`config.mk`:
```
export PLATFORM = sky130hd
export DESIGN_NAME = stream_packer
export DESIGN_NICKNAME = d
export VERILOG_FILES = /design/src/rtl/stream_packer.sv
export SDC_FILE = /design/constraint.sdc
export NUM_CORES = 1
export LEC_CHECK = 0
export CAP_MARGIN = 5
export CORE_AREA = 2 2 39 41
export CTS_CLUSTER_DIAMETER = 80
export CTS_CLUSTER_SIZE = 25
export DETAILED_ROUTE_END_ITERATION = 8
export DIE_AREA = 0 0 41 43
export GPL_TIMING_DRIVEN = 0
export HOLD_SLACK_MARGIN = 0.15
export PLACE_DENSITY = 0.58
export RECOVER_POWER = 25
export SLEW_MARGIN = 10
export SYNTH_ARGS = -nofsm -noshare
export SYNTH_HDL_FRONTEND = slang
export SYNTH_SLANG_ARGS = --single-unit
```
`constraint.sdc`:
```
create_clock -name clk_i -period 1.3 [get_ports clk_i]
set_input_delay 0.13 -clock clk_i [delete_from_list [all_inputs] [get_ports clk_i]]
set_output_delay 0.13 -clock clk_i [all_outputs]
set_load 0.02 [all_outputs]
```
`src/rtl/stream_packer.sv`:
```
`default_nettype none
// +-----------------------------------------------------------------------------+
// | stream_packer                                                               |
// | Packs N_PACK narrow input beats (or a shorter packet closed by last) into   |
// | one wide output word with a per-slot strobe.                                |
// | Revision: 1.0                                                               |
// +-----------------------------------------------------------------------------+
module stream_packer #(
  parameter int DATA_W = 1,
  parameter int N_PACK = 2
) (
  input  logic                     clk_i,
  input  logic                     rst_ni,
  input  logic                     flush_i,
  input  logic [DATA_W-1:0]        inp_data_i,
  input  logic                     inp_last_i,
  input  logic                     inp_valid_i,
  output logic                     inp_ready_o,
  output logic [N_PACK*DATA_W-1:0] oup_data_o,
  output logic [N_PACK-1:0]        oup_strb_o,
  output logic                     oup_valid_o,
  input  logic                     oup_ready_i
);

  localparam int                   C_CNT_W     = (N_PACK > 1) ? $clog2(N_PACK) : 1;
  localparam logic [C_CNT_W-1:0]   C_LAST_SLOT = C_CNT_W'(N_PACK - 1);

  generate
    if (N_PACK < 2) begin : g_bad_n_pack
      $error("stream_packer: N_PACK must be at least 2");
    end
    if (DATA_W < 1) begin : g_bad_data_w
      $error("stream_packer: DATA_W must be at least 1");
    end
  endgenerate

  logic [C_CNT_W-1:0]            r_cnt;
  logic [N_PACK-1:0][DATA_W-1:0] r_buf;
  logic [N_PACK-1:0][DATA_W-1:0] r_data;
  logic [N_PACK-1:0]             r_strb;
  logic                          r_valid;

  logic [N_PACK-1:0][DATA_W-1:0] w_word;
  logic [N_PACK-1:0]             w_strb;
  logic                          w_last_slot;
  logic                          w_in_hs;
  logic                          w_out_hs;
  logic                          w_complete;

  assign w_last_slot = (r_cnt == C_LAST_SLOT);
  // Only a completing beat needs the output register free; partial beats always flow.
  assign inp_ready_o = !flush_i && (!r_valid || oup_ready_i || (!w_last_slot && !inp_last_i));
  assign w_in_hs     = inp_valid_i && inp_ready_o;
  assign w_out_hs    = r_valid && oup_ready_i;
  assign w_complete  = w_in_hs && (w_last_slot || inp_last_i);

  assign oup_data_o  = r_data;
  assign oup_strb_o  = r_strb;
  assign oup_valid_o = r_valid;

  always_comb begin
    w_word = r_buf;
    w_strb = '0;
    for (int k = 0; k < N_PACK; k++) begin
      if (C_CNT_W'(k) == r_cnt) begin
        w_word[k] = inp_data_i;
      end
      if (C_CNT_W'(k) <= r_cnt) begin
        w_strb[k] = 1'b1;
      end
    end
  end

  always_ff @(posedge clk_i or negedge rst_ni) begin
    if (!rst_ni) begin
      r_cnt   <= '0;
      r_buf   <= '0;
      r_data  <= '0;
      r_strb  <= '0;
      r_valid <= 1'b0;
    end else if (flush_i) begin
      r_cnt   <= '0;
      r_buf   <= '0;
      r_data  <= '0;
      r_strb  <= '0;
      r_valid <= 1'b0;
    end else if (w_complete) begin
      r_data  <= w_word;
      r_strb  <= w_strb;
      r_valid <= 1'b1;
      r_buf   <= '0;
      r_cnt   <= '0;
    end else begin
      if (w_in_hs) begin
        r_buf <= w_word;
        r_cnt <= r_cnt + C_CNT_W'(1);
      end
      if (w_out_hs) begin
        r_valid <= 1'b0;
      end
    end
  end

endmodule
`default_nettype wire

```
Fig. 1: run 1, drive-strength map
Drawn at 12 px/um.
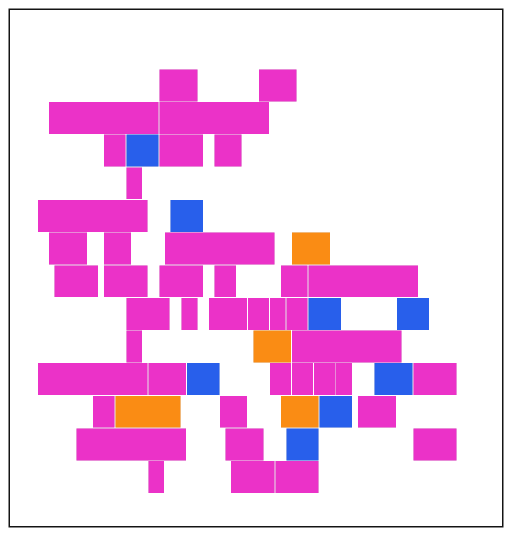
- x1 and smaller: magenta (cells 42; share 78%; most used dfrtp_1)
- x3 and x4: blue (cells 8; share 15%; most used buf_4)
- x2: orange (cells 4; share 7.4%; most used a21oi_2)
layout overhead on the synthesized area: 41.2%
Final WS setup: 0.0200 ns

Fig. 2: run 1, nets reached from selected ports
Drawn at 6 px/um.
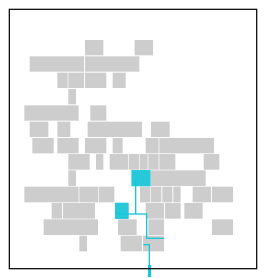
- `oup_ready_i`: cyan (direction input; edge bottom; end cells 2; wire 22.5 um)
IO buf count: 11
number of top-level pins: 13

Fig. 3: run 1, wiring by layer
Drawn at 12 px/um. Two of the layers only.
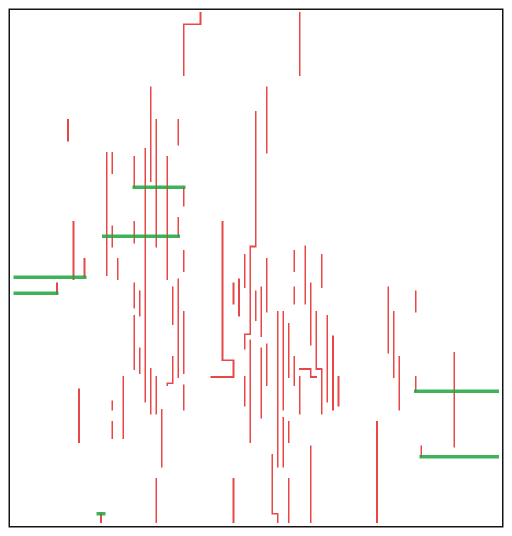
- M3: green (wire length 32.9 um)
- M2: red (wire length 370 um)
GR Util All Layers: 0.114
wire length after detailed routing: 826 um
via count of the routed design: 341
Avg WL per Cell: 11.8 um

## run 1: kinds of logic (layout without fill, tap and decap cells)
logic type | Yosys count | count (layout) | share of synthesized area
simple gates | 11 | 11 | 0.176
mux | 4 | 4 | 0.101
compound gates | 10 | 10 | 0.154
buf+inv | 5 | 21 | 0.0660
flops | 8 | 8 | 0.503
## run 1: registers in the layout, indices dropped and copies added (netlist names)
signal and cells:
oup_data_o 2, oup_strb_o 2, r_buf 2, oup_valid_o 1
r_cnt 1
## run 1: power breakdown
group / internal [mW] / switching [mW]
clock network: 0.106 / 0.0833
registers: 0.261 / 0.00612
logic: 0.0524 / 0.0559
==> reports/qor.json, run 1 <==
{
  "outcome": {
    "run_status": "finished clean"
  },
  "synthesis": {
    "synth.lib_cells_used.distinct": 16,
    "area_leaders": "dfrtp_1 50%, mux2i_1 10%, o21ai_0 5.0%",
    "top_area_cell": "dfrtp_1",
    "count_of_flip_flops_with_a_built_in_enable_after_synthesis": 0,
    "synth_dominant_cell_count": "dfrtp_1",
    "post_synth.cell_area_avg_um2": 10.5,
    "synthesis.instances": 38,
    "async_sr_flop_fraction": 1.00,
    "ys_area_um2": 398,
    "ys_seq_frac": 0.503,
    "synth.top_cell.area_share": 0.503,
    "syn-num-nets": 45,
    "flop_cell": "dfrtp_1",
    "flops_after_synth": 8,
    "warnings_from_yosys": 0,
    "top_cells_by_count": "8 x dfrtp_1, 4 x mux2i_1, 4 x o21ai_0"
  },
  "cells_and_area": {
    "comb_area_frac": 0.321,
    "n_multi_input_combinational_cell": 25,
    "area.sequential_um2": 200,
    "mostFrequentLayoutCells": "8 x dfrtp_1, 5 x dlygate4sd2_1",
    "clock_area_frac": 0.0401,
    "final_util": 0.406,
    "post-route-cell-area_um2": 562,
    "nonClkBufAreaFrac": 0.227,
    "share_of_final_layout_standard_cells_stronger_than_drive_strength_1": 0.222,
    "non_clock_inverter_count": 3,
    "n_clock_buffer": 3,
    "final_common_cell": "dfrtp_1",
    "fillerInstances": 138,
    "finalNetCount": 63,
    "sequential_cell_total": 8,
    "seq-cell-share": 0.356,
    "antenna_cells": 0,
    "post_layout_instance_count_excluding_filler_cells": 70,
    "n_all_buffers": 15
  },
  "floorplanning": {
    "chipArea_um2": 1760,
    "die-height_um": 43,
    "die_x_um": 41,
    "floorplan.core_util": 0.288,
    "taps": 16,
    "core_area_um2": 1380
  },
  "drt": {
    "vias_per_cell": 4.87,
    "ant_nets": 0,
    "drt_iter0_drc": 16,
    "wl_met3_um": 32,
    "met1_length_um": 400,
    "remaining_drc_errors": 0,
    "met2_length_um": 369,
    "routed.top_layer": "met4"
  },
  "cts": {
    "clock_transition_at_the_registers_of_the_reported_paths_ns": 0.06,
    "cts_htree_levels": 1,
    "postCtsSetupBuffers": 1,
    "clk_sinks": 8,
    "cts_made_buffers": 3,
    "clock_tree.root_cell": "clkbuf_4",
    "ctsLongestPathBuffers": 2,
    "hold_buffers": 0,
    "clock.latency.late_pin_ns": 0.25
  },
  "grt": {
    "global_route.usage.met2": 0.131,
    "grt_pass1_wl_um": 1230,
    "grt_pass1_vias": 285,
    "grtUsageMet3": 0.0314,
    "global_route.overflow_total": 0,
    "global_route.peak_usage_layer": "met1",
    "grt_antenna_before_repair": 0,
    "grt_start_max_net_pins": 11,
    "global_route.usage.met1": 0.153
  },
  "pwr": {
    "total_power_uw": 564,
    "p_per_cell_area_nw_per_um2": 1000,
    "leakagePower_nw": 0.266
  },
  "run": {
    "drv_cap": 0,
    "stage_log_warnings": 27
  },
  "setup_path": {
    "worstReg2RegStart": "r_cnt",
    "timing.critical_path.cells": "or2_4 -> a21oi_2 -> buf_4",
    "setup.worst_path.end": "inp_ready_o",
    "cp_slowest_stage_delay_ns": 0.37,
    "cp_data_required_time_ns": 1.17,
    "launch_point_of_the_critical_path": "r_cnt",
    "crit_type": "flip-flop to output pin",
    "cp_top_family": "flip-flops",
    "cp_num_buf_inv": 1,
    "rr_worst_depth": 4,
    "worst_setup_path_end_kind": "output pin",
    "reg2reg_setup_slack_ns": 0.10,
    "worst_setup_path_start_kind": "flip-flop",
    "cp.depth": 3,
    "critPathArrivalTime_ns": 1.15
  },
  "final_timing": {
    "rsz_0062_raised_after_global_routing": "true",
    "hold_violations": 0,
    "fin_clk_skew_ns": 0.00421,
    "setup_violating_endpoint_count_in_the_final_report": 0,
    "max_freq_mhz": 781,
    "tightest_slew_ns": 0.442,
    "layout_worst_path_cycle_share": 0.985,
    "finalHoldWorstSlack_ns": 0.235,
    "final_period_minus_worst_setup_slack_ns": 1.28,
    "finalMaxSlewViolations": 0,
    "setup-tns-final_ns": 0
  },
  "placed_design": {
    "gp_congestion": 0.718,
    "pre_cts_slack_ns": -0.458,
    "dpl_cell_area_um2": 528,
    "dp.cells": 65
  }
}
Fig. 4: run 1, placed standard cells
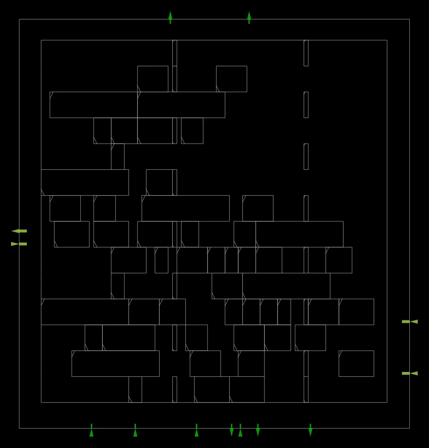

==> run 1 -> run 2 <==
--- a/config.mk
+++ b/config.mk
@@ -6,14 +6,15 @@
 export NUM_CORES = 1
 export LEC_CHECK = 0
 export CAP_MARGIN = 5
+export CELL_PAD_IN_SITES_DETAIL_PLACEMENT = 1
+export CELL_PAD_IN_SITES_GLOBAL_PLACEMENT = 1
 export CORE_AREA = 2 2 39 41
 export CTS_CLUSTER_DIAMETER = 80
-export CTS_CLUSTER_SIZE = 25
 export DETAILED_ROUTE_END_ITERATION = 8
 export DIE_AREA = 0 0 41 43
 export GPL_TIMING_DRIVEN = 0
 export HOLD_SLACK_MARGIN = 0.15
-export PLACE_DENSITY = 0.58
+export PLACE_DENSITY = 0.72
 export RECOVER_POWER = 25
 export SLEW_MARGIN = 10
 export SYNTH_ARGS = -nofsm -noshare
Fig. 5: run 2, placed standard cells
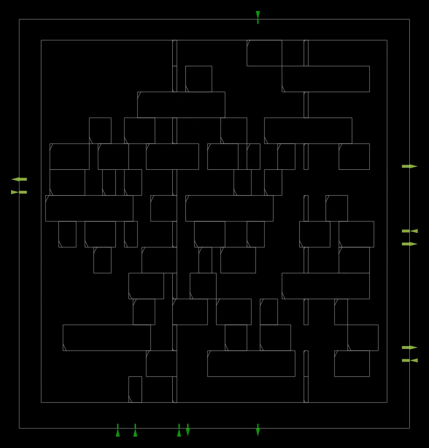
flop share of the area: 0.364
filler cell count in the final layout: 162
post-layout instance count excluding filler cells: 68

==> run 2 against run 1 <==
Via count decreased by 4.1%; critical path type unchanged; die area unchanged; sequential share of layout area increased by 0.73 points; register-to-register slack improved by 0.13 ns; final area decreased by 2.0%; routed wire length increased by 7.0%; total power about the same; critical endpoint unchanged.
==> reports/qor.json, run 2 <==
{
  "outcome": {
    "run_status": {"value": "finished clean", "change": "unchanged"}
  },
  "final_timing": {
    "setup-tns-final": {"value": 0, "unit": "ns", "change": "unchanged"},
    "layout_worst_path_cycle_share": {"value": 0.994, "change": "was 0.985"},
    "finalHoldWorstSlack": {"value": 0.238, "unit": "ns", "change": "was 0.235 ns"},
    "rsz_0062_raised_after_global_routing": {"value": "true", "change": "unchanged"},
    "worst_slew_margin_rel": {"value": 0.714, "change": "was 0.705"},
    "finalMaxSlewViolations": {"value": 0, "change": "unchanged"},
    "tightest_slew": {"value": 0.428, "unit": "ns", "change": "was 0.442 ns"},
    "post-route-worst-setup-slack": {"value": 0.00813, "unit": "ns", "change": "was 0.0200 ns"},
    "setup_violating_endpoint_count_in_the_final_report": {"value": 0, "change": "unchanged"},
    "final_period_minus_worst_setup_slack": {"value": 1.29, "unit": "ns", "change": "was 1.28 ns"},
    "hold_violations": {"value": 0, "change": "unchanged"},
    "max_freq": {"value": 774, "unit": "MHz", "change": "was 781 MHz"},
    "fin_clk_skew": {"value": 0.00202, "unit": "ns", "change": "was 0.00421 ns"}
  },
  "placed_design": {
    "dp.cells": {"value": 65, "change": "unchanged"},
    "dpl_cell_area": {"value": 528, "unit": "um2", "change": "unchanged"},
    "placement.io_buffers": {"value": 11, "change": "unchanged"},
    "dp.final_hpwl": {"value": 651, "unit": "um", "change": "was 574 um"},
    "gp_congestion": {"value": 0.673, "change": "was 0.718"},
    "pre_cts_slack": {"value": -0.467, "unit": "ns", "change": "was -0.458 ns"}
  },
  "synthesis": {
    "mappedNetlistArea": {"value": 398, "unit": "um2", "change": "unchanged"},
    "synth.top_cell.area_share": {"value": 0.503, "change": "unchanged"},
    "top_cells_by_count": {"value": "8 x dfrtp_1, 4 x mux2i_1, 4 x o21ai_0", "change": "unchanged"},
    "synth.yosys.num_cells": {"value": 38, "change": "unchanged"},
    "area_leaders": {"value": "dfrtp_1 50%, mux2i_1 10%, o21ai_0 5.0%", "change": "unchanged"},
    "count_of_flip_flops_with_a_built_in_enable_after_synthesis": {"value": 0, "change": "unchanged"},
    "ys_area": {"value": 398, "unit": "um2", "change": "unchanged"},
    "top_area_cell": {"value": "dfrtp_1", "change": "unchanged"},
    "flops_after_synth": {"value": 8, "change": "unchanged"},
    "post_synth.cell_area_avg": {"value": 10.5, "unit": "um2", "change": "unchanged"},
    "ys_seq_frac": {"value": 0.503, "change": "unchanged"},
    "synth_dominant_cell_count": {"value": "dfrtp_1", "change": "unchanged"},
    "async_sr_flop_fraction": {"value": 1.00, "change": "unchanged"},
    "syn-num-nets": {"value": 45, "change": "unchanged"},
    "flop_cell": {"value": "dfrtp_1", "change": "unchanged"},
    "synthesis.instances": {"value": 38, "change": "unchanged"},
    "synth.lib_cells_used.distinct": {"value": 16, "change": "unchanged"},
    "warnings_from_yosys": {"value": 0, "change": "unchanged"}
  },
  "setup_path": {
    "reg2reg_to": {"value": "oup_data_o[0]", "change": "was oup_data_o[1]"},
    "rr_worst_depth": {"value": 3, "change": "was 4"},
    "cp_slowest_cell": {"value": "dfrtp_1", "change": "unchanged"},
    "worst_setup_path_start_kind": {"value": "flip-flop", "change": "unchanged"},
    "crit_type": {"value": "flip-flop to output pin", "change": "unchanged"},
    "cp.depth": {"value": 3, "change": "unchanged"},
    "critPathArrivalTime": {"value": 1.16, "unit": "ns", "change": "was 1.15 ns"},
    "worstReg2RegStart": {"value": "r_cnt", "change": "unchanged"},
    "cp_num_buf_inv": {"value": 1, "change": "unchanged"},
    "cp_data_required_time": {"value": 1.17, "unit": "ns", "change": "about the same"},
    "timing.critical_path.cells": {"value": "or2_4 -> a21oi_2 -> buf_6", "change": "was or2_4 -> a21oi_2 -> buf_4"},
    "worst_setup_path_end_kind": {"value": "output pin", "change": "unchanged"},
    "setup.worst_path.end": {"value": "inp_ready_o", "change": "unchanged"},
    "cp_top_family": {"value": "flip-flops", "change": "unchanged"},
    "cp_slowest_stage_delay": {"value": 0.37, "unit": "ns", "change": "about the same"},
    "reg2reg_setup_slack": {"value": 0.23, "unit": "ns", "change": "was 0.10 ns"},
    "launch_point_of_the_critical_path": {"value": "r_cnt", "change": "unchanged"},
    "worstPathMaxFanout": {"value": 6, "change": "was 3"}
  },
  "pwr": {
    "power.share.clock": {"value": 0.343, "change": "was 0.335"},
    "top_power_group": {"value": "sequential cells", "change": "unchanged"},
    "comb_power_share": {"value": 0.184, "change": "was 0.192"},
    "part_of_the_total_power_dissipated_in_sequential_elements": {"value": 0.472, "change": "was 0.473"},
    "p_per_cell_area": {"value": 1020, "unit": "nW/um2", "change": "was 1000 nW/um2"},
    "intPower": {"value": 415, "unit": "uW", "change": "was 419 uW"},
    "power.sequential.total": {"value": 266, "unit": "uW", "change": "was 267 uW"},
    "leakagePower": {"value": 0.257, "unit": "nW", "change": "was 0.266 nW"},
    "power_combinational": {"value": 104, "unit": "uW", "change": "was 108 uW"},
    "sw_frac_of_total": {"value": 0.264, "change": "was 0.258"},
    "clock_power": {"value": 194, "unit": "uW", "change": "was 189 uW"},
    "netSwitchingPower": {"value": 149, "unit": "uW", "change": "was 145 uW"},
    "total_power": {"value": 564, "unit": "uW", "change": "about the same"},
    "ir_drop": {"value": 428, "unit": "uV", "change": "was 518 uV"}
  },
  "drt": {
    "routed.top_layer": {"value": "met4", "change": "unchanged"},
    "drt_pass1_iterations": {"value": 2, "change": "was 4"},
    "met2_length": {"value": 404, "unit": "um", "change": "was 369 um"},
    "totalWireLength": {"value": 884, "unit": "um", "change": "was 826 um"},
    "drt_iter0_drc": {"value": 2, "change": "was 16"},
    "via_count_of_the_routed_design": {"value": 327, "change": "was 341"},
    "ant_nets": {"value": 0, "change": "unchanged"},
    "met1_length": {"value": 423, "unit": "um", "change": "was 400 um"},
    "wl_per_cell": {"value": 13.0, "unit": "um", "change": "was 11.8 um"},
    "remaining_drc_errors": {"value": 0, "change": "unchanged"},
    "wl_met3": {"value": 37, "unit": "um", "change": "was 32 um"},
    "vias_per_cell": {"value": 4.81, "change": "was 4.87"}
  },
  "cts": {
    "clock.latency.late_pin": {"value": 0.25, "unit": "ns", "change": "about the same"},
    "hold_buffers": {"value": 0, "change": "unchanged"},
    "ctsLongestPathBuffers": {"value": 2, "change": "unchanged"},
    "clock_tree.root_cell": {"value": "clkbuf_4", "change": "unchanged"},
    "cts_htree_levels": {"value": 1, "change": "unchanged"},
    "cts_made_buffers": {"value": 3, "change": "unchanged"},
    "clock_transition_at_the_registers_of_the_reported_paths": {"value": 0.06, "unit": "ns", "change": "about the same"},
    "clk_sinks": {"value": 8, "change": "unchanged"},
    "tritoncts": {"value": "done", "change": "unchanged"}
  },
  "grt": {
    "grtUsageMet3": {"value": 0.0157, "change": "was 0.0314"},
    "grt_pass1_vias": {"value": 353, "change": "was 285"},
    "grt_util_all_layers": {"value": 0.144, "change": "was 0.114"},
    "grt_pass1_wl": {"value": 1640, "unit": "um", "change": "was 1230 um"},
    "global_route.overflow_total": {"value": 0, "change": "unchanged"},
    "grt_start_max_net_pins": {"value": 11, "change": "unchanged"},
    "global_route.usage.met2": {"value": 0.200, "change": "was 0.131"},
    "grt_antenna_before_repair": {"value": 0, "change": "unchanged"},
    "global_route.usage.met1": {"value": 0.190, "change": "was 0.153"},
    "global_route.peak_usage_layer": {"value": "met2", "change": "was met1"}
  },
  "worst_hold_path": {
    "hold_class": {"value": "input pin to asynchronous set/reset pin", "change": "unchanged"}
  },
  "cells_and_area": {
    "antenna_cells": {"value": 0, "change": "unchanged"},
    "share_of_final_layout_standard_cells_stronger_than_drive_strength_1": {"value": 0.192, "change": "was 0.222"},
    "final_util": {"value": 0.398, "change": "was 0.406"},
    "final_common_cell": {"value": "dfrtp_1", "change": "unchanged"},
    "mostFrequentLayoutCells": {"value": "8 x dfrtp_1, 5 x dlygate4sd2_1, 4 x mux2i_1, 4 x o21ai_0, 4 x clkdlybuf4s50_1", "change": "was 8 x dfrtp_1, 5 x dlygate4sd2_1"},
    "area_growth_syn_to_layout": {"value": 38.4, "unit": "%", "change": "was 41.2%"},
    "post-route-cell-area": {"value": 551, "unit": "um2", "change": "was 562 um2"},
    "finalNetCount": {"value": 61, "change": "was 63"}
  },
  "floorplanning": {
    "die_x": {"value": 41, "unit": "um", "change": "unchanged"},
    "floorplan.core_util": {"value": 0.288, "change": "unchanged"},
    "chipArea": {"value": 1760, "unit": "um2", "change": "unchanged"},
    "core_area": {"value": 1380, "unit": "um2", "change": "unchanged"},
    "design.portCount": {"value": 13, "change": "unchanged"},
    "floorplan.rows": {"value": 14, "change": "unchanged"},
    "die-height": {"value": 43, "unit": "um", "change": "unchanged"}
  },
  "run": {
    "stage_log_warnings": {"value": 28, "change": "was 27"},
    "drv_cap": {"value": 0, "change": "unchanged"}
  }
}
## run 2: cell families (layout without fill, tap and decap cells)
group	after synthesis	in the layout	synth area share
buffers and inverters	5	19	0.0660
AND-OR/OR-AND	10	10	0.154
flip-flops	8	8	0.503
multiplexers	4	4	0.101
AND/OR/NAND/NOR	11	11	0.176
## run 2: layout make-up
type / instances / area (um2) / area share
Clock buffer: 3 / 22.5 / 0.0409
Timing Repair Buffer: 12 / 113 / 0.205
Sequential cell: 8 / 200 / 0.364
Inverter: 3 / 11.3 / 0.0205
Multi-Input combinational cell: 25 / 180 / 0.327
Buffer: 1 / 3.75 / 0.00682
Tap cell: 16 / 20.0 / 0.0364
## run 2: timing repair
action	4_1_cts	5_1_grt
pin swaps	1	0
buffers inserted	1	0
endpoints found under the setup margin	6	1
gates resized	13	1
Fig. 6: run 2, wiring by layer
Drawn at 12 px/um. Two of the layers only.
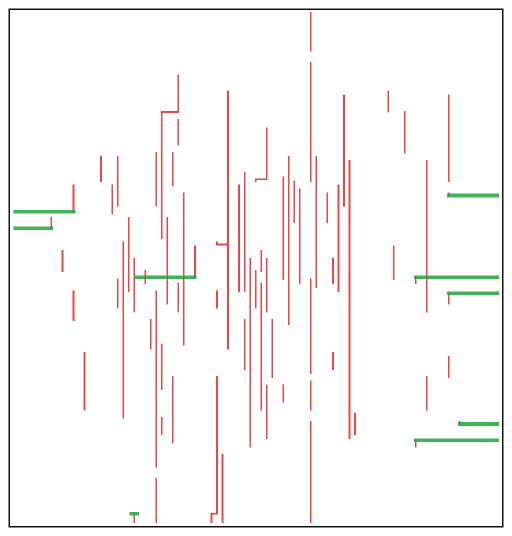

==> run 2 -> run 3 <==
--- a/config.mk
+++ b/config.mk
@@ -8,10 +8,10 @@
 export CAP_MARGIN = 5
 export CELL_PAD_IN_SITES_DETAIL_PLACEMENT = 1
 export CELL_PAD_IN_SITES_GLOBAL_PLACEMENT = 1
-export CORE_AREA = 2 2 39 41
+export CORE_AREA = 5 5 42 44
 export CTS_CLUSTER_DIAMETER = 80
 export DETAILED_ROUTE_END_ITERATION = 8
-export DIE_AREA = 0 0 41 43
+export DIE_AREA = 0 0 47 49
 export GPL_TIMING_DRIVEN = 0
 export HOLD_SLACK_MARGIN = 0.15
 export PLACE_DENSITY = 0.72
Fig. 7: run 3, wiring by layer
Drawn at 10 px/um. Two of the layers only.
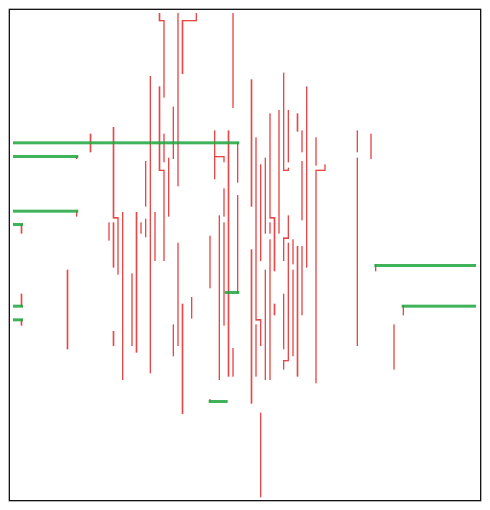
- M2: red (wire length 582 um)
- M3: green (wire length 56.6 um)
GR Util All Layers: 0.116
via count of the routed design: 339
wire length after detailed routing: 1090 um
Avg WL per Cell: 15.7 um

==> run 3 against run 2 <==
The flow now finishes with violations (setup timing); area after synthesis is the same; fmax shrank 2.3%; synthesized cell count did not move.
==> reports/qor.json, run 3 <==
{
  "outcome": {
    "run_status": {"value": "finished, violations left", "change": "was finished clean"},
    "violated_checks": "setup timing"
  },
  "floorplanning": {
    "floorplan.core_util": {"value": 0.284, "change": "was 0.288"},
    "die_x": {"value": 47, "unit": "um", "change": "was 41 um"},
    "design.portCount": {"value": 13, "change": "unchanged"},
    "floorplan.rows": {"value": 14, "change": "unchanged"},
    "chipArea": {"value": 2300, "unit": "um2", "change": "was 1760 um2"},
    "die-height": {"value": 49, "unit": "um", "change": "was 43 um"},
    "taps": {"value": 16, "change": "unchanged"},
    "core_area": {"value": 1400, "unit": "um2", "change": "was 1380 um2"}
  },
  "placed_design": {
    "gp_congestion": {"value": 0.636, "change": "was 0.673"},
    "dp.final_hpwl": {"value": 776, "unit": "um", "change": "was 651 um"},
    "placement.io_buffers": {"value": 11, "change": "unchanged"},
    "pre_cts_slack": {"value": -0.522, "unit": "ns", "change": "was -0.467 ns"}
  },
  "cts": {
    "postCtsSetupBuffers": {"value": 2, "change": "was 1"},
    "cts_htree_levels": {"value": 1, "change": "unchanged"},
    "clk_sinks": {"value": 8, "change": "unchanged"},
    "clock_transition_at_the_registers_of_the_reported_paths": {"value": 0.07, "unit": "ns", "change": "was 0.06 ns"},
    "cts_made_buffers": {"value": 3, "change": "unchanged"},
    "ctsLongestPathBuffers": {"value": 2, "change": "unchanged"},
    "tritoncts": {"value": "done", "change": "unchanged"},
    "clock_tree.root_cell": {"value": "clkbuf_4", "change": "unchanged"},
    "cts_resized": {"value": 13, "change": "unchanged"},
    "clock.latency.late_pin": {"value": 0.26, "unit": "ns", "change": "was 0.25 ns"},
    "hold_buffers": {"value": 0, "change": "unchanged"}
  },
  "drt": {
    "met1_length": {"value": 436, "unit": "um", "change": "was 423 um"},
    "ant_nets": {"value": 0, "change": "unchanged"},
    "drt_iter0_drc": {"value": 2, "change": "unchanged"},
    "wl_met3": {"value": 56, "unit": "um", "change": "was 37 um"},
    "routed.top_layer": {"value": "met4", "change": "unchanged"},
    "remaining_drc_errors": {"value": 0, "change": "unchanged"},
    "met2_length": {"value": 582, "unit": "um", "change": "was 404 um"},
    "drt_pass1_iterations": {"value": 3, "change": "was 2"},
    "vias_per_cell": {"value": 4.91, "change": "was 4.81"}
  },
  "synthesis": {
    "top_area_cell": {"value": "dfrtp_1", "change": "unchanged"},
    "mappedNetlistArea": {"value": 398, "unit": "um2", "change": "unchanged"},
    "area_leaders": {"value": "dfrtp_1 50%, mux2i_1 10%, o21ai_0 5.0%", "change": "unchanged"},
    "flop_cell": {"value": "dfrtp_1", "change": "unchanged"},
    "count_of_flip_flops_with_a_built_in_enable_after_synthesis": {"value": 0, "change": "unchanged"},
    "post_synth.cell_area_avg": {"value": 10.5, "unit": "um2", "change": "unchanged"},
    "ys_sh_xor": {"value": 0, "change": "unchanged"},
    "flops_after_synth": {"value": 8, "change": "unchanged"},
    "synth.yosys.num_cells": {"value": 38, "change": "unchanged"},
    "yosys.area_share.adder": {"value": 0, "change": "unchanged"},
    "ys_seq_frac": {"value": 0.503, "change": "unchanged"},
    "simple_gate_share": {"value": 0.176, "change": "unchanged"},
    "synth.top_cell.area_share": {"value": 0.503, "change": "unchanged"},
    "ys_area": {"value": 398, "unit": "um2", "change": "unchanged"},
    "top_logic_kind": {"value": "simple AND/OR/NAND/NOR gates", "change": "unchanged"},
    "warnings_from_yosys": {"value": 0, "change": "unchanged"},
    "synth-compound-area-share": {"value": 0.154, "change": "unchanged"},
    "async_sr_flop_fraction": {"value": 1.00, "change": "unchanged"},
    "top_cells_by_count": {"value": "8 x dfrtp_1, 4 x mux2i_1, 4 x o21ai_0", "change": "unchanged"},
    "syn-num-nets": {"value": 45, "change": "unchanged"},
    "synth.lib_cells_used.distinct": {"value": 16, "change": "unchanged"},
    "synthMuxAreaShare": {"value": 0.101, "change": "unchanged"},
    "synthesis.instances": {"value": 38, "change": "unchanged"},
    "synth_dominant_cell_count": {"value": "dfrtp_1", "change": "unchanged"}
  },
  "setup_path": {
    "cp.depth": {"value": 3, "change": "unchanged"},
    "launch_point_of_the_critical_path": {"value": "r_cnt", "change": "unchanged"},
    "cp_num_buf_inv": {"value": 1, "change": "unchanged"},
    "cp_slowest_stage_delay": {"value": 0.41, "unit": "ns", "change": "was 0.37 ns"},
    "worst_setup_path_start_kind": {"value": "flip-flop", "change": "unchanged"},
    "reg2reg_to": {"value": "oup_data_o[0]", "change": "unchanged"},
    "worst_setup_path_end_kind": {"value": "output pin", "change": "unchanged"},
    "cp_slowest_cell": {"value": "dfrtp_2", "change": "was dfrtp_1"},
    "crit_type": {"value": "flip-flop to output pin", "change": "unchanged"},
    "timing.critical_path.cells": {"value": "or2_4 -> a21oi_4 -> buf_6", "change": "was or2_4 -> a21oi_2 -> buf_6"},
    "cp_data_required_time": {"value": 1.17, "unit": "ns", "change": "about the same"},
    "setup.worst_path.end": {"value": "inp_ready_o", "change": "unchanged"},
    "critPathArrivalTime": {"value": 1.19, "unit": "ns", "change": "was 1.16 ns"},
    "worstPathMaxFanout": {"value": 2, "change": "was 6"},
    "reg2reg_setup_slack": {"value": 0.03, "unit": "ns", "change": "was 0.23 ns"},
    "worstReg2RegStart": {"value": "r_cnt", "change": "unchanged"},
    "cp_top_family": {"value": "flip-flops", "change": "unchanged"},
    "rr_worst_depth": {"value": 4, "change": "was 3"}
  },
  "cells_and_area": {
    "nonClkBufAreaFrac": {"value": 0.219, "change": "was 0.211"},
    "area_growth_syn_to_layout": {"value": 42.5, "unit": "%", "change": "was 38.4%"},
    "multiInputGateArea": {"value": 188, "unit": "um2", "change": "was 180 um2"},
    "n_clock_buffer": {"value": 3, "change": "unchanged"},
    "n_all_buffers": {"value": 14, "change": "was 13"},
    "final_common_cell": {"value": "dfrtp_1", "change": "unchanged"},
    "fillerInstances": {"value": 183, "change": "was 162"},
    "n_multi_input_combinational_cell": {"value": 25, "change": "unchanged"},
    "sequential_cell_total": {"value": 8, "change": "unchanged"},
    "finalNetCount": {"value": 62, "change": "was 61"},
    "largest_cell_class": {"value": "sequential cells", "change": "unchanged"},
    "antenna_cells": {"value": 0, "change": "unchanged"},
    "share_of_final_layout_standard_cells_stronger_than_drive_strength_1": {"value": 0.226, "change": "was 0.192"},
    "clock_area_frac": {"value": 0.0397, "change": "was 0.0409"},
    "non_clock_inverter_count": {"value": 3, "change": "unchanged"},
    "area.sequential": {"value": 201, "unit": "um2", "change": "was 200 um2"},
    "seq-cell-share": {"value": 0.355, "change": "was 0.364"},
    "mostFrequentLayoutCells": {"value": "7 x dfrtp_1, 5 x dlygate4sd2_1, 4 x mux2i_1, 4 x o21ai_0, 4 x clkdlybuf4s50_1", "change": "was 8 x dfrtp_1, 5 x dlygate4sd2_1, 4 x mux2i_1, 4 x o21ai_0, 4 x clkdlybuf4s50_1"},
    "comb_area_frac": {"value": 0.331, "change": "was 0.327"}
  },
  "final_timing": {
    "rsz_0062_raised_after_global_routing": {"value": "true", "change": "unchanged"},
    "layout_worst_path_cycle_share": {"value": 1.02, "change": "was 0.994"},
    "post-route-worst-setup-slack": {"value": -0.0227, "unit": "ns", "change": "was 0.00813 ns"},
    "setup_violating_endpoint_count_in_the_final_report": {"value": 1, "change": "was 0"},
    "finalHoldWorstSlack": {"value": 0.225, "unit": "ns", "change": "was 0.238 ns"},
    "finalMaxSlewViolations": {"value": 0, "change": "unchanged"},
    "tightest_slew": {"value": 0.498, "unit": "ns", "change": "was 0.428 ns"},
    "max_freq": {"value": 756, "unit": "MHz", "change": "was 774 MHz"},
    "worst_slew_margin_rel": {"value": 0.668, "change": "was 0.714"},
    "fin_clk_skew": {"value": 0.00668, "unit": "ns", "change": "was 0.00202 ns"},
    "final_period_minus_worst_setup_slack": {"value": 1.32, "unit": "ns", "change": "was 1.29 ns"},
    "hold_violations": {"value": 0, "change": "unchanged"}
  },
  "pwr": {
    "leakagePower": {"value": 0.262, "unit": "nW", "change": "was 0.257 nW"},
    "power.share.clock": {"value": 0.352, "change": "was 0.343"},
    "p_per_cell_area": {"value": 1030, "unit": "nW/um2", "change": "was 1020 nW/um2"},
    "intPower": {"value": 420, "unit": "uW", "change": "was 415 uW"},
    "sw_frac_of_total": {"value": 0.284, "change": "was 0.264"},
    "comb_power_share": {"value": 0.192, "change": "was 0.184"},
    "ir_drop": {"value": 523, "unit": "uV", "change": "was 428 uV"},
    "part_of_the_total_power_dissipated_in_sequential_elements": {"value": 0.456, "change": "was 0.472"},
    "netSwitchingPower": {"value": 167, "unit": "uW", "change": "was 149 uW"}
  },
  "grt": {
    "grt_start_max_net_pins": {"value": 11, "change": "unchanged"},
    "global_route.overflow_total": {"value": 0, "change": "unchanged"},
    "grt_pass1_vias": {"value": 390, "change": "was 353"},
    "global_route.peak_usage_layer": {"value": "met2", "change": "unchanged"},
    "global_route.usage.met2": {"value": 0.174, "change": "was 0.200"},
    "global_route.usage.met1": {"value": 0.142, "change": "was 0.190"},
    "grt_pass1_wl": {"value": 1810, "unit": "um", "change": "was 1640 um"},
    "grt_antenna_before_repair": {"value": 0, "change": "unchanged"},
    "grtUsageMet3": {"value": 0.0443, "change": "was 0.0157"}
  },
  "worst_hold_path": {
    "hold_class": {"value": "input pin to asynchronous set/reset pin", "change": "unchanged"}
  },
  "run": {
    "stage_log_warnings": {"value": 28, "change": "unchanged"},
    "drv_cap": {"value": 0, "change": "unchanged"}
  }
}
run 3: cell counts after synthesis:
Identical to the previous run, type by type.
run 3: power groups by stage:
stage	Combinational (mW)	Clock (mW)	Sequential (mW)
floorplan	0.0429	0	0.283
global placement	0.106	0	0.274
detailed placement	0.108	0	0.274
CTS	0.109	0.211	0.268
global route	0.122	0.227	0.269
finish	0.112	0.207	0.267
run 3: through the flow:
step           utilization  instances  TNS, ns  total power, mW  instance area (um2)
2_1_floorplan            -         38        0            0.326                  398
3_3_place_gp         0.377         65   -0.492            0.380                  528
3_5_place_dp         0.377         65   -0.653            0.383                  528
4_1_cts              0.395         69  -0.0590            0.587                  553
5_1_grt              0.404         69   -0.103            0.618                  567
6_report             0.404         69  -0.0227            0.586                  567

==> layout pictures side by side <==
Pin map.
panel A
Drawn at 12 px/um. Pins as bars across the die edge, other pins in grey.
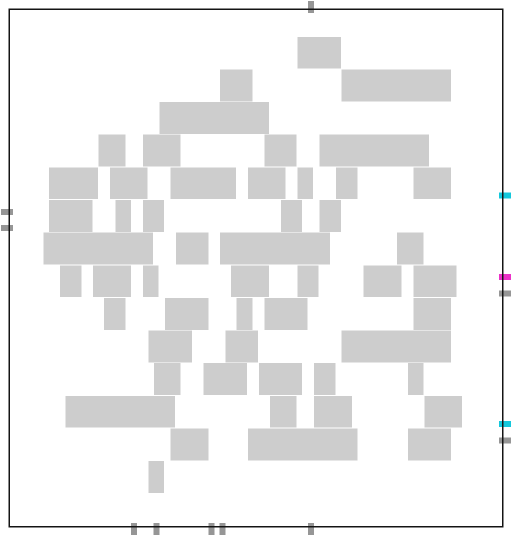
panel B
Drawn at 10 px/um. Pins as bars across the die edge, other pins in grey.
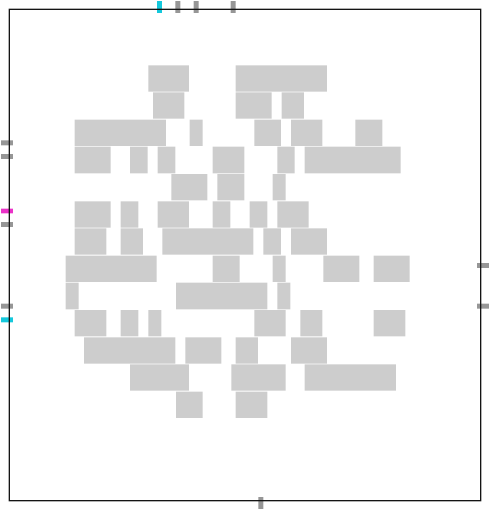
panel C
Drawn at 12 px/um. Pins as bars across the die edge, other pins in grey.
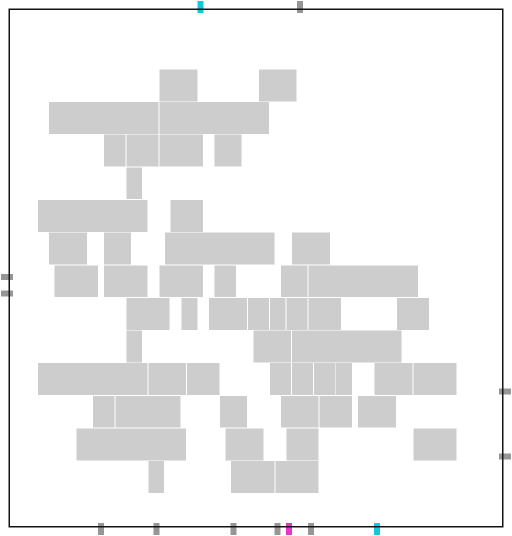
- largest die: panel B
| from | picture |
|---|---|
| run 2 | panel A |
| run 3 | panel B |
| run 1 | panel C |

Power and IR drop assume default switching activity.
